===== config.mk =====
export PLATFORM = sky130hd
export DESIGN_NAME = mul_div_unit
export DESIGN_NICKNAME = d
export VERILOG_FILES = /design/src/rtl/mul_div_unit.sv
export SDC_FILE = /design/constraint.sdc
export NUM_CORES = 1
export LEC_CHECK = 0
export CAP_MARGIN = 5
export CORE_MARGIN = 5
export CORE_UTILIZATION = 35
export CTS_CLUSTER_DIAMETER = 150
export CTS_CLUSTER_SIZE = 20
export DETAILED_ROUTE_END_ITERATION = 10
export GPL_ROUTABILITY_DRIVEN = 0
export MAX_ROUTING_LAYER = met4
export PLACE_DENSITY_LB_ADDON = 0.3
export RECOVER_POWER = 50
export SETUP_SLACK_MARGIN = 0.1
export SLEW_MARGIN = 20
export SYNTH_ARGS = -nofsm -noshare
export SYNTH_HDL_FRONTEND = slang
export SYNTH_SLANG_ARGS = --single-unit

===== constraint.sdc =====
create_clock -name clk -period 3.61 [get_ports clk]
set_input_delay 0.722 -clock clk [delete_from_list [all_inputs] [get_ports clk]]
set_output_delay 0.722 -clock clk [all_outputs]
set_load 0.01 [all_outputs]

===== src/rtl/mul_div_unit.sv =====
// Iterative MIPS multiply/divide unit (MULT/MULTU/DIV/DIVU) with HI/LO registers.
// Multiply is radix-2 shift-add, divide is radix-2 restoring shift-subtract; both
// work on operand magnitudes, and the signs are applied in the final FIX cycle.
//
// Handshake: start is sampled only while the unit is IDLE (busy=0). busy is high
// from the cycle after start is accepted until the edge that raises done. done
// is a one-cycle pulse; hi/lo and div_by_zero are valid in that cycle. The unit
// is IDLE again during the done cycle, so a new start may be issued then.
module mul_div_unit #(
    parameter int WIDTH = 32
) (
    input  logic             clk,
    input  logic             rst_n,
    input  logic             start,
    input  logic [1:0]       op,
    input  logic [WIDTH-1:0] a,
    input  logic [WIDTH-1:0] b,
    input  logic             hi_we,
    input  logic             lo_we,
    input  logic [WIDTH-1:0] wdata,
    output logic             busy,
    output logic             done,
    output logic             div_by_zero,
    output logic [WIDTH-1:0] hi,
    output logic [WIDTH-1:0] lo
);

    localparam int CW = $clog2(WIDTH);

    typedef enum logic [1:0] {
        IDLE = 2'd0,
        CALC = 2'd1,
        FIX  = 2'd2
    } state_t;

    state_t             state;
    logic               is_div_q;
    logic               neg_res;   // product / quotient must be negated
    logic               neg_rem;   // remainder must be negated (sign of dividend)
    logic               dz_q;      // divide by zero: acc low half holds raw a
    logic [CW-1:0]      cnt;
    logic [WIDTH-1:0]   opb;       // multiplicand or divisor magnitude
    // Multiply: {partial sum, multiplier}. Divide: {remainder, quotient/dividend}.
    logic [2*WIDTH-1:0] acc;

    // Operand magnitudes and signs at launch (signed ops use op[0]=1).
    logic               a_neg, b_neg;
    logic [WIDTH-1:0]   a_mag, b_mag;

    // Operand conditioning for a launch in IDLE.
    always_comb begin
        a_neg = op[0] & a[WIDTH-1];
        b_neg = op[0] & b[WIDTH-1];
        a_mag = a_neg ? (~a + 1'b1) : a;
        b_mag = b_neg ? (~b + 1'b1) : b;
    end

    // One radix-2 step for each operation.
    logic [WIDTH:0]     add_sum;
    logic [2*WIDTH-1:0] mul_next;
    logic [WIDTH:0]     shl;
    logic               ge;
    logic [WIDTH-1:0]   diff;
    logic [2*WIDTH-1:0] div_next;

    always_comb begin
        add_sum  = {1'b0, acc[2*WIDTH-1:WIDTH]} + (acc[0] ? {1'b0, opb} : {(WIDTH+1){1'b0}});
        mul_next = {add_sum, acc[WIDTH-1:1]};
        shl      = {acc[2*WIDTH-1:WIDTH], acc[WIDTH-1]};
        ge       = (shl >= {1'b0, opb});
        // When ge holds the true difference is < opb, so the low WIDTH bits are exact.
        diff     = shl[WIDTH-1:0] - opb;
        div_next = {(ge ? diff : shl[WIDTH-1:0]), acc[WIDTH-2:0], ge};
    end

    // Sign fix-up of the finished magnitudes.
    logic [2*WIDTH-1:0] prod_s;
    logic [WIDTH-1:0]   quot_s, rem_s;

    always_comb begin
        prod_s = neg_res ? (~acc + 1'b1) : acc;
        quot_s = neg_res ? (~acc[WIDTH-1:0] + 1'b1) : acc[WIDTH-1:0];
        rem_s  = neg_rem ? (~acc[2*WIDTH-1:WIDTH] + 1'b1) : acc[2*WIDTH-1:WIDTH];
    end

    // Control FSM, datapath registers and HI/LO in one registered process.
    always_ff @(posedge clk or negedge rst_n) begin
        if (!rst_n) begin
            state       <= IDLE;
            is_div_q    <= 1'b0;
            neg_res     <= 1'b0;
            neg_rem     <= 1'b0;
            dz_q        <= 1'b0;
            cnt         <= '0;
            opb         <= '0;
            acc         <= '0;
            busy        <= 1'b0;
            done        <= 1'b0;
            div_by_zero <= 1'b0;
            hi          <= '0;
            lo          <= '0;
        end else begin
            done        <= 1'b0;
            div_by_zero <= 1'b0;
            case (state)
                IDLE: begin
                    if (start) begin
                        is_div_q <= op[1];
                        neg_res  <= a_neg ^ b_neg;
                        neg_rem  <= a_neg;
                        cnt      <= CW'(WIDTH - 1);
                        busy     <= 1'b1;
                        if (op[1] && (b == '0)) begin
                            dz_q  <= 1'b1;
                            acc   <= {{WIDTH{1'b0}}, a};
                            opb   <= '0;
                            state <= FIX;
                        end else begin
                            dz_q  <= 1'b0;
                            acc   <= {{WIDTH{1'b0}}, a_mag};
                            opb   <= b_mag;
                            state <= CALC;
                        end
                    end else begin
                        if (hi_we) hi <= wdata;
                        if (lo_we) lo <= wdata;
                    end
                end
                CALC: begin
                    acc <= is_div_q ? div_next : mul_next;
                    cnt <= cnt - 1'b1;
                    if (cnt == '0) state <= FIX;
                end
                FIX: begin
                    if (dz_q) begin
                        hi          <= acc[WIDTH-1:0];
                        lo          <= '1;
                        div_by_zero <= 1'b1;
                    end else if (is_div_q) begin
                        hi <= rem_s;
                        lo <= quot_s;
                    end else begin
                        hi <= prod_s[2*WIDTH-1:WIDTH];
                        lo <= prod_s[WIDTH-1:0];
                    end
                    done  <= 1'b1;
                    busy  <= 1'b0;
                    state <= IDLE;
                end
                default: begin
                    state <= IDLE;
                    busy  <= 1'b0;
                end
            endcase
        end
    end

endmodule


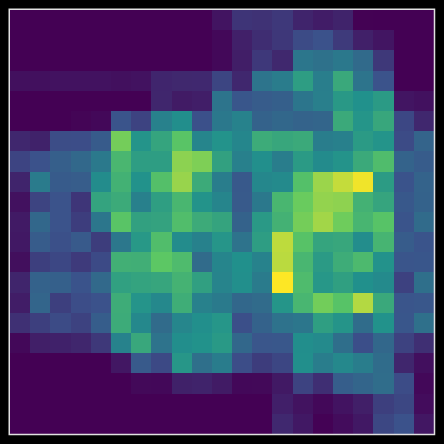
Figure 1: run 1, wire density map.
Drawn at 2 px/um. 21 x 21 tiles, from dark purple (low) to yellow (high), scaled to the fullest tile. Values are wire area over tile area, all layers added.
tiles over half the peak = 24%
fullest tile = 0.63
mean over tiles = 0.19
emptiest ninth of the die = upper left

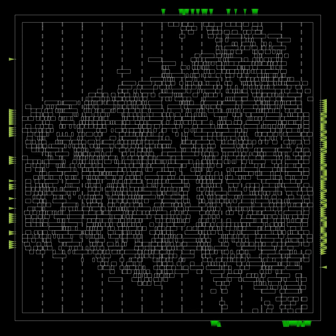
Figure 2: run 1, placement view.
Placement Rows: 74
sequential portion of the cell area: 23.82%
area of the placeable core: 40550 um2
Layout Cells excl Fill: 2590
number of fill cells: 4041

==> run notes, run 1 <==
The number of post-CTS setup repair buffers was 0. The top-area cell type share of the netlist area was 30.53%. The ratio of total power to cell area is 1075 nW/um2.

With fillers left out, the area of the finished cells amounts to 18290 um2. There are 174 flip-flops and latches. The number of clock sinks seen by CTS is 174.

For the final database, setup skew stands at 0.01293 ns. The endpoint identified for the worst register-to-register timing path is acc[60]$_DFFE_PN0P_. The most critical setup path has its startpoint at acc[0]$_DFFE_PN0P_. At the placement stage, the worst setup path has a slack of -0.1674 ns.

The tools report the endpoint type of the worst setup path as a flop. In the synthesized netlist, the cells that appear most often are 225 x nand2_1, 200 x o21ai_0, 174 x dfrtp_1. In this run, synthesis inferred 0 flip-flops with an integrated enable. The checks that failed: capacitance limit, slew limit. Number of logic gates: 1439. Per the hold report, the tightest min-delay path originates at lo[27]$_DFFE_PN0P_. Per the final report, the share of cell area in clock cells is 3.126%.

The remaining design rule violation count came out at 0. The report gives the cell count of the worst hold path as 2. The reported max-cap violation count is 1, and the final antenna diode count is 0. The switching component of the power was reported as 9.398 mW.

Per the final report, max-transition violations number 28. The sequential power share was 19.5%. The iteration count of the initial detailed-routing pass is 10. The logs give 14002 for the via count of the first global-routing pass and 0 ns for the total negative slack for setup checks. For the pin with the worst max-slew slack, the measured transition is 1.691 ns. The flip-flop cell with the highest count after synthesis was dfrtp_1.

The tools report the worst slew margin relative to its limit as -12.72%. The initial antenna violation count is 0. The run gives 2 for the maximum count of clock buffers along a single path. The flow ran to the end, but the final reports show violations. The script logs the ratio of routed vias to standard cells as 5.660.

The clock slew seen by the registers of the worst setup and hold paths was 0.08 ns; the total standard cell area after synthesis was 14260 um2. The starting DRC count in detailed routing was 1292. The worst reg2reg path depth was 14. The non-clock buffering overhead in the final layout was 16.86%.
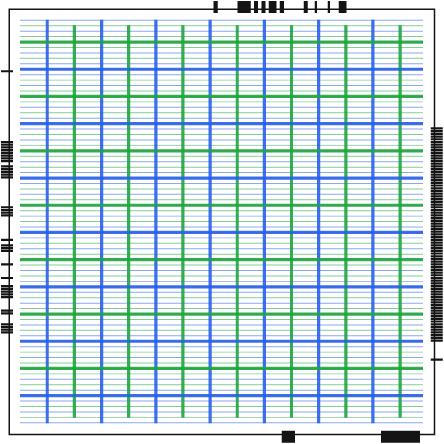
Figure 3: run 1, supply network.
Drawn at 2 px/um. Pins as bars on the die edge.
blue -> VSS
green -> VDD
signal pins = 170
met4 straps = 14
rows = 74
met1 rails = 75
die width: 211.9 um
worst vdd rail ir drop: 0.4422 mV
Die H: 211.9 um

-- run 1: worst max-delay path, delay by kind of cell (launching register included) --
family | cells | cell delay [ns]
adders and majority gates | 1 | 0.29
DFF | 1 | 0.40
buffers and inverters | 2 | 0.21
xor gates and xnor gates | 1 | 0.16
AOI/OAI and AO/OA | 6 | 1.36
and+or+nand+nor | 4 | 0.78
-- run 1: registers in the layout, summed over array words and instances, names as in the netlist --
register     cells
opb             32
neg_rem          1
is_div_q         1
hi              32
busy             1
neg_res          1
acc             64
div_by_zero      1
state            2
done             1
cnt              5
lo              32
dz_q             1
-- run 1: cells by family after synthesis --
kind of cell / after synthesis / share of synthesized area (%)
simple gates: 552 / 18.30
mux: 51 / 3.606
buf+inv: 174 / 4.720
compound gates: 594 / 25.98
fa+ha+maj: 72 / 6.422
xor+xnor: 170 / 10.44
flops: 174 / 30.53
-- run 1: placed cells by master, fill, tap and decap left out, types with 10 or more instances in the layout --
master	instances
a21oi_1	130
a211oi_1	13
xnor2_1	105
a22o_1	12
clkdlybuf4s50_1	146
a22oi_1	10
a222oi_1	14
a31oi_1	10
o31ai_1	35
inv_1	63
nor4_1	14
o22ai_1	33
and3_1	10
nand2_1	223
buf_4	165
nor2_1	125
dfrtp_1	172
clkbuf_16	18
nand2b_1	17
o21ai_1	10
nand3_1	24
or3_1	27
nor3_1	32
a21o_1	38
o211ai_1	12
o21ai_0	197
mux2i_1	48
dlygate4sd3_1	22
ha_1	70
xor2_1	65
-- run 1: power by group through the flow --
stage	clock network, mW	logic [mW]	registers (mW)
2_1_floorplan	0	8.43	3.84
3_3_place_gp	0	13.1	3.84
3_5_place_dp	0	13.3	3.86
4_1_cts	1.90	13.4	3.82
5_1_grt	1.97	15.2	3.95
6_report	1.86	14.0	3.84
==> run 2, diff against run 1 <==
--- a/config.mk
+++ b/config.mk
@@ -6,7 +6,6 @@
 export NUM_CORES = 1
 export LEC_CHECK = 0
 export CAP_MARGIN = 5
-export CORE_MARGIN = 5
 export CORE_UTILIZATION = 35
 export CTS_CLUSTER_DIAMETER = 150
 export CTS_CLUSTER_SIZE = 20
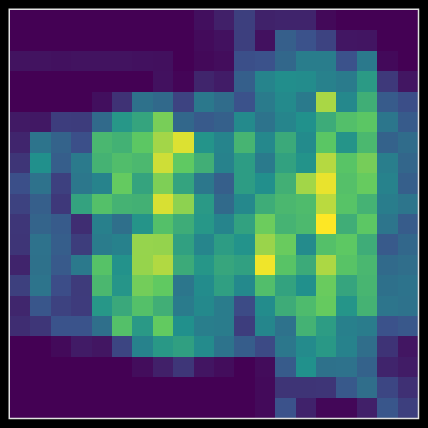
Figure 4: run 2, wire density map.
Drawn at 2 px/um. 20 x 20 tiles, from dark purple (low) to yellow (high), scaled to the fullest tile. Values are wire area over tile area, all layers added.
nearly empty tiles = 18%
emptiest ninth of the die = upper left
tiles over half the peak = 30%
fullest tile = 0.59

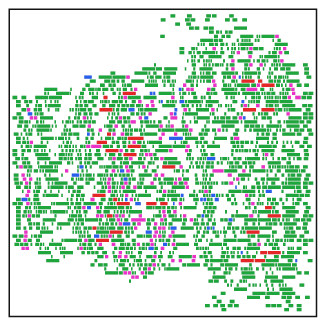
Figure 5: run 2, drive-strength map.
Drawn at 1.5 px/um.
red -> _6 and larger  # cells 31
green -> _0 and _1 cells  # cells 1799
magenta -> _3 and _4 cells  # cells 180
blue -> _2 cells  # cells 45

==> run 2 against run 1 <==
  * The run still ends with capacitance limit, slew limit left
  * Clock skew down 0.0034 ns
  * Core utilization up 0.53 points
  * Routed wire length down 0.46%
  * Total power up 0.79%
  * Critical path depth unchanged
  * Register-to-register slack worse by 0.07 ns
  * Maximum frequency down 2.0%
  * Worst hold slack better by 0.0024 ns
  * Area after synthesis unchanged
  * Largest power group unchanged
  * Highest routed layer unchanged
==> run notes, run 2 <==
For the peak supply drop, the log shows 0.4376 mV (-1.0%). For the maximum count of clock buffers along a single path, the log shows 2 (unchanged). The number of max-slew violations in the final report was 96 (+240%); the number of cell rows was 73 (-1.4%). With the number of synthesized flops with an enable pin at 0 (unchanged), the measured slew at the worst slew-check pin is 1.884 ns (+0.1928 ns). The top-area cell type share of the netlist area came out at 30.53% (unchanged). The worst setup path is captured at a flop. With the floorplan die height at 203.9 um (-3.8%), the number of vias per cell is 5.669 (+0.15%). Most common library cell in the layout ignoring fill and taps: nand2_1. The starting DRC count in detailed routing is 1399 (+8.3%). Broken down by cell family, the worst path's largest delay share belongs to AND-OR/OR-AND gates. The horizontal die dimension works out to 203.9 um (-3.8%). The run gives 18.30% (unchanged) for the area fraction in and, or, nand and nor cells.

The synthesis report names the predominant flop master as dfrtp_1. The total standard cell area after synthesis is 14260 um2 (unchanged), and the reported max-cap violation count is 2 (+1). The largest register by flop count was acc. The checks that failed: capacitance limit, slew limit.

The sequential power share is 19.5% (about the same). The summed area of non-filler cells in the final layout was 18220 um2 (-0.42%). The flow ran to the end, but the final reports show violations. In this run the critical register-to-register path is captured at acc[60]$_DFFE_PN0P_. The count of cell instances traversed by the critical path is 14 (unchanged).

Counting instances in the post-synthesis netlist gives the leading cell types as 225 x nand2_1, 200 x o21ai_0, 174 x dfrtp_1. The iteration count of the initial detailed-routing pass was 7 (-3).
==> run 2: cell counts after synthesis <==
Identical to the previous run, type by type.
==> run 2: area by class of cell <==
class | count | area, um2 | area share, %
Multi-Input combinational cell | 1439 | 9329 | 51.21
Clock inverter | 13 | 127.6 | 0.7005
Inverter | 66 | 247.7 | 1.360
Sequential cell | 174 | 4355 | 23.91
Timing Repair Buffer | 344 | 3048 | 16.73
Clock buffer | 19 | 452.9 | 2.486
Tap cell | 525 | 656.9 | 3.606
==> run 2: per-layer routing <==
metal / global-route usage (%) / routed length, um / up-vias
met4: 9.613 / 1833 / 0
li1: - / - / 6982
met3: 3.284 / 4040 / 89
met2: 37.89 / 22620 / 644
met1: 32.86 / 22330 / 6911
met5: - / 0 / -
==> run 2: power groups by stage <==
stage	logic (mW)	registers (mW)	clock network, mW
finish	14.0	3.87	1.91
global route	15.3	3.96	1.99
detailed placement	13.4	3.87	0
floorplan	8.43	3.84	0
global placement	13.1	3.84	0
CTS	13.5	3.84	1.92
==> run 2: repair_timing <==
item	in CTS	in global routing
buffers inserted	0	9
gates resized	2	22
setup endpoints to repair	2	26
cloned	0	1
pin swaps	0	6
==> run 2: per-stage QoR <==
| step | hold slack, ns | setup TNS [ns] |
|---|---|---|
| 4_1_cts | 0.2664 | 0 |
| 3_5_place_dp | 0.4721 | -1.781 |
| 2_1_floorplan | 0.4264 | 0 |
| 3_3_place_gp | 0.4619 | -1.331 |
| 5_1_grt | 0.5008 | 0 |
| 6_report | 0.4789 | 0 |
==> run 3, diff against run 2 <==
--- a/config.mk
+++ b/config.mk
@@ -11,6 +11,7 @@
 export CTS_CLUSTER_SIZE = 20
 export DETAILED_ROUTE_END_ITERATION = 10
 export GPL_ROUTABILITY_DRIVEN = 0
+export GPL_TIMING_DRIVEN = 0
 export MAX_ROUTING_LAYER = met4
 export PLACE_DENSITY_LB_ADDON = 0.3
 export RECOVER_POWER = 50
==> constraint.sdc (replaced) <==
create_clock -name clk -period 4 [get_ports clk]
set_input_delay 0.8 -clock clk [delete_from_list [all_inputs] [get_ports clk]]
set_output_delay 0.8 -clock clk [all_outputs]
set_load 0.01 [all_outputs]
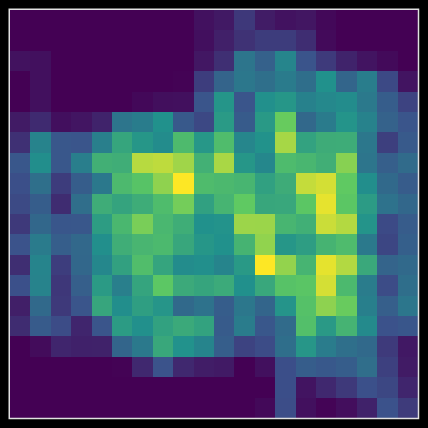
Figure 6: run 3, wire density map.
Drawn at 2 px/um. 20 x 20 tiles, from dark purple (low) to yellow (high), scaled to the fullest tile. Values are wire area over tile area, all layers added.
nearly empty tiles = 20%
emptiest ninth of the die = upper left
tiles over half the peak = 30%
densest ninth of the die = centre
fullest tile = 0.63
mean over tiles = 0.21
total number of vias: 14771
final routed wirelength across all metal layers: 52240 um
wire per inst: 20.79 um
global-route total usage across every layer: 25.44%

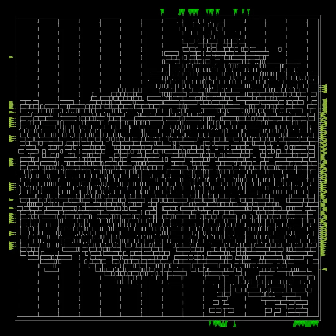
Figure 7: run 3, placement view.
number of fill cells: 4030
area of the placeable core: 39910 um2
Placement Rows: 73
Layout Cells excl Fill: 2513

==> run 3 against run 2 <==
  * The run still ends with capacitance limit, slew limit left
  * Total power fell by 16%
  * Maximum frequency shrank 12%
  * Die size unchanged
  * Core utilization shrank 2.3 points
  * Critical path depth down 1
  * Clock power is 9% lower
  * Global-route usage is 0.76 points higher
  * Critical endpoint is now acc[62]$_DFFE_PN0P_
  * Cell count fell by 2.6%
  * Design area is 5.0% lower
  * Routed wire length up 2.8%
  * Highest routed layer unchanged
  * Non-clock buffer count fell by 67
==> run notes, run 3 <==
The footprint of the multi-input gates was 9308 um2 (-0.23%). By count the netlist is led by 225 x nand2_1, 200 x o21ai_0, 174 x dfrtp_1. The horizontal die dimension is 203.9 um (unchanged), and the measured slew at the worst slew-check pin is 2.100 ns (+0.2163 ns). The starting DRC count in detailed routing is 1391 (-0.57%), and the summed area of non-filler cells in the final layout is 17310 um2 (-5.0%). Top-area cell type share of the netlist area: 30.53% (unchanged). The number of post-CTS setup repair buffers is 0 (unchanged), and the flip-flop and latch share of the layout cell area is 25.17% (+1.3 points). The non-clock buffering overhead in the final layout was 12.37% (-4.4 points); the number of logic gates was 1439 (unchanged).

The tools report the number of max-slew violations in the final report as 80 (-17%). For this run, the leading register cell type out of synthesis is dfrtp_1. The tools report the endpoint type of the worst setup path as a flop.

The number of vias per cell was 5.878 (+3.7%); the peak supply drop was 0.5295 mV (+21%). The tools report the count of clock-net buffers in the final layout as 17 (-2). The total number of sequential cells is 174 (unchanged). The total leakage power is 7.121 nW. Worst slack on hold paths: 0.4752 ns (-0.003681 ns). The iteration count of the initial detailed-routing pass is 8 (+1).

The final reports fail on capacitance limit, slew limit. The run gives 0 ns (unchanged) as the total negative slack for setup checks. The flow ran to the end, but the final reports show violations. For the total standard cell area after synthesis, the log shows 14260 um2 (unchanged).

Looking at the area split, the leading class of cells is combinational gates. Counting only logic cells after layout, the most numerous master is nand2_1. The number of synthesized flops with an enable pin is 0 (unchanged), and the reported max-cap violation count is 1 (-1).

The non-clock buffer instance count of the final layout works out to 277 (-19%). The run gives 525 (unchanged) as the tap cell count. The timing report attributes the biggest portion of critical-path delay to AND-OR/OR-AND gates. Count of inverters not on the clock network in the layout: 66 (unchanged). Floorplan die height: 203.9 um (unchanged).
## run 3: cell counts after synthesis
No cell type changed its count.
## run 3: what timing repair did
| action | in CTS | in global routing |
|---|---|---|
| endpoints found under the setup margin | 14 | 28 |
| resized | 10 | 12 |
| pin swaps | 1 | 1 |
## run 3: routing by layer
layer	wire, um	global-route usage [%]	vias to the layer above	part of all wire, %
met5	0	-	-	0
met4	1793	8.861	0	3.4
met3	4473	3.747	110	8.6
met2	23660	40.32	755	45
met1	22320	33.01	7050	43
li1	-	-	6856	-
## run 3: logic make-up (layout without fill, tap and decap cells)
kind of cell	after synthesis	in the layout	synth area share [%]
AND-OR/OR-AND	594	594	25.98
multiplexers	51	51	3.606
XOR/XNOR	170	170	10.44
buffers and inverters	174	375	4.720
flip-flops	174	174	30.53
adder cells (fa/ha/maj)	72	72	6.422
AND/OR/NAND/NOR	552	552	18.30
## run 3: power groups by stage
stage,Sequential (mW),Clock [mW],Combinational [mW]
2_1_floorplan,3.47,0,7.61
3_3_place_gp,3.76,0,10.7
3_5_place_dp,3.79,0,10.8
4_1_cts,3.77,1.73,10.9
5_1_grt,3.89,1.80,12.2
6_report,3.82,1.73,11.1
## run 3: path summary, 6_finish.rpt
check,startpoint,to,cells past startpoint
worst max-delay path,opb[1]$_DFFE_PN0P_,acc[62]$_DFFE_PN0P_,13
worst min-delay path,lo[17]$_DFFE_PN0P_,lo[17]$_DFFE_PN0P_,2
worst max register to register,opb[1]$_DFFE_PN0P_,acc[62]$_DFFE_PN0P_,13
worst min register to register,lo[17]$_DFFE_PN0P_,lo[17]$_DFFE_PN0P_,2
max in group asynchronous,rst_n,opb[21]$_DFFE_PN0P_,2
min in group asynchronous,rst_n,lo[11]$_DFFE_PN0P_,1
Power figures rest on the tool's default switching activity, not on a simulated workload.
